Metal 1:
Drawn at 6 px/um. Supply wires on this layer in gray. Cells faint in the background.
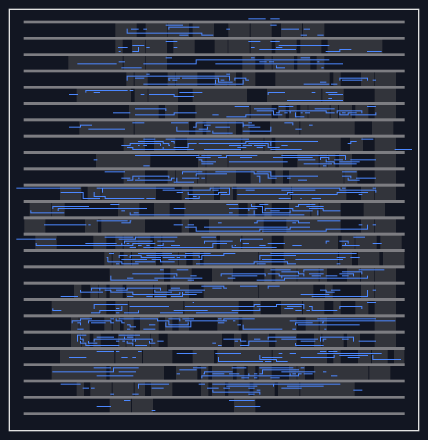
The metal 2 layer:
Drawn at 6 px/um.
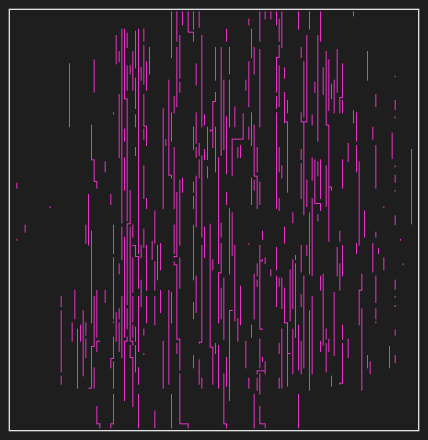
--- src/rtl/fifo_pkg.sv ---
// Shared types for the FIFO drain path.
// Holds the packer state encoding and the lane-count width helper.
package fifo_pkg;

    typedef enum logic {
        PK_FILL,
        PK_HOLD
    } pack_state_e;

    function automatic int cnt_width(input int ratio);
        return $clog2(ratio + 1);
    endfunction

endpackage

--- src/rtl/fifo_word_packer.sv ---
// Drain stage: pops FIFO entries and packs PACK_RATIO lanes per output word.
// Words are held on a valid/ready port; flush emits a partially filled word.
module fifo_word_packer
    import fifo_pkg::*;
#(
    parameter int DATA_WIDTH = 8,
    parameter int PACK_RATIO = 4
) (
    input  logic                             clk,
    input  logic                             rst_n,
    input  logic [DATA_WIDTH-1:0]            fifo_head,
    input  logic                             fifo_empty,
    output logic                             fifo_pop,
    input  logic                             flush,
    output logic [DATA_WIDTH*PACK_RATIO-1:0] out_data,
    output logic [cnt_width(PACK_RATIO)-1:0] out_count,
    output logic                             out_valid,
    input  logic                             out_ready
);

    localparam int CW = cnt_width(PACK_RATIO);

    typedef logic [CW-1:0] cnt_t;
    typedef logic [DATA_WIDTH-1:0] lane_t;

    pack_state_e state_q, state_d;
    cnt_t        cnt_q, cnt_d;
    cnt_t        count_q, count_d;
    cnt_t        base;
    cnt_t        cnt_next;
    lane_t       lanes_q [PACK_RATIO];
    lane_t       lanes_d [PACK_RATIO];
    logic        handshake;
    logic        advance;

    always_comb begin
        handshake = (state_q == PK_HOLD) && out_ready;
        advance   = (state_q == PK_FILL) || out_ready;
        fifo_pop  = rst_n && !fifo_empty && advance;
        base      = (state_q == PK_FILL) ? cnt_q : '0;
        cnt_next  = base + cnt_t'(fifo_pop);
    end

    // A held word blocks everything, including flush, until it is accepted.
    always_comb begin
        state_d = state_q;
        cnt_d   = cnt_q;
        count_d = count_q;
        lanes_d = lanes_q;
        if (advance) begin
            if (handshake) begin
                for (int i = 0; i < PACK_RATIO; i++) begin
                    lanes_d[i] = '0;
                end
            end
            for (int i = 0; i < PACK_RATIO; i++) begin
                if (fifo_pop && (base == cnt_t'(i))) begin
                    lanes_d[i] = fifo_head;
                end
            end
            cnt_d = cnt_next;
            if ((cnt_next == cnt_t'(PACK_RATIO)) ||
                (flush && (cnt_next != '0))) begin
                state_d = PK_HOLD;
                count_d = cnt_next;
            end else begin
                state_d = PK_FILL;
                count_d = '0;
            end
        end
    end

    always_ff @(posedge clk or negedge rst_n) begin
        if (!rst_n) begin
            state_q <= PK_FILL;
            cnt_q   <= '0;
            count_q <= '0;
        end else begin
            state_q <= state_d;
            cnt_q   <= cnt_d;
            count_q <= count_d;
        end
    end

    always_ff @(posedge clk or negedge rst_n) begin
        if (!rst_n) begin
            for (int i = 0; i < PACK_RATIO; i++) begin
                lanes_q[i] <= '0;
            end
        end else begin
            for (int i = 0; i < PACK_RATIO; i++) begin
                lanes_q[i] <= lanes_d[i];
            end
        end
    end

    // Partial lanes are hidden until the word is presented.
    always_comb begin
        out_valid = (state_q == PK_HOLD);
        out_count = count_q;
        out_data  = '0;
        for (int i = 0; i < PACK_RATIO; i++) begin
            out_data[i*DATA_WIDTH +: DATA_WIDTH] = out_valid ? lanes_q[i] : '0;
        end
    end

endmodule
--- config.mk ---
export PLATFORM = sky130hd
export DESIGN_NAME = fifo_word_packer
export DESIGN_NICKNAME = d
export VERILOG_FILES = /design/src/rtl/fifo_pkg.sv /design/src/rtl/fifo_word_packer.sv
export SDC_FILE = /design/constraint.sdc
export NUM_CORES = 1
export LEC_CHECK = 0
export ABC_AREA = 0
export CAP_MARGIN = 20
export CORE_AREA = 2 2 66 68
export DETAILED_ROUTE_END_ITERATION = 10
export DIE_AREA = 0 0 68 70
export PLACE_DENSITY = 0.8
export SLEW_MARGIN = 20
export SYNTH_ARGS = -nofsm -noshare
export SYNTH_HDL_FRONTEND = slang
export SYNTH_SLANG_ARGS = --single-unit
--- constraint.sdc ---
create_clock -name clk -period 4.6 [get_ports clk]
set_input_delay 0.46 -clock clk [delete_from_list [all_inputs] [get_ports clk]]
set_output_delay 0.46 -clock clk [all_outputs]
set_load 0.02 [all_outputs]
==> flow_summary_export.csv <==
group,metric,value,unit
run_status,run_status,"completed",
setup_path,endpoint,"fifo_pop",
cells_and_area,final-clk-cell-share,0.0457,
final_timing,fin_tns_setup,0,ns
pwr,p_leak,1.33,nW
cells_and_area,most-common-layout-cells,"48 x clkdlybuf4s50_1, 47 x nand2_1, 39 x dfrtp_1",
cells_and_area,regMostFlops,"lanes_q",
yosys,xor_area_frac,0.00455,
cells_and_area,largest_reg_flops,32,
routing,drc,0,
global_route,grt_start_max_net_pins,43,
global_route,met3_usage,0.0499,
final_timing,period_used_share,0.572,
cells_and_area,n_all_inverters,9,
die,dieHeight,70,um
cells_and_area,area.growth.synth_to_final,33.7,%
final_timing,fin_crit,2.63,ns
final_timing,clock-skew-final,0.00902,ns
clock_tree,postCtsSetupRepairBufs,0,
cells_and_area,final-nonclk-buf-share,0.195,
yosys,yosysChipArea,1920,um^2
job,cap_violations,0,
cells_and_area,largest_class,"sequential cells",
clock_tree,cts_made_buffers,5,
routing,first_iter_violations,56,
final_timing,fin_ws,1.97,ns
clock_tree,path_clk_slew,0.08,ns
routing,antenna_left,0,
pwr,power.switching,0.404,mW
routing,top_layer,"met4",
yosys,synthTopLogicFamily,"simple AND/OR/NAND/NOR gates",
min_path,min_path_type,"in -> async",
final_timing,whs,0.217,ns
setup_path,required,4.14,ns
clock_tree,cts.sinks,39,
setup_path,worstPathMaxFanout,9,
place,dp_hpwl,2.91,mm
setup_path,crit_type,"in -> out",
final_timing,worstMarginPinSlew,0.836,ns
final_timing,drv_slew,0,
pwr,power_leader,"sequential cells",
cells_and_area,seq-cell-share,0.380,
clock_tree,clockBufferDepth,2,
yosys,flop_cell,"dfrtp_1",
clock_tree,cts_tree,"built",
pwr,power,1.17,mW
-- 'metal 1' (at the start) --
share of all routed wire: 46%
wire length on this layer: 1840 um
main direction: horizontal
nets with wire on the layer: 221

-- 'the metal 2 layer' (at the start) --
share of all routed wire: 48%
longest straight run: 37.4 um
nets with wire on the layer: 218
main direction: vertical
wire length on this layer: 1930 um
total wire length: 4.01 mm
routed vias: 1511
met2 usage: 0.294

No activity file was given, so power comes from the tool's default toggle rates.
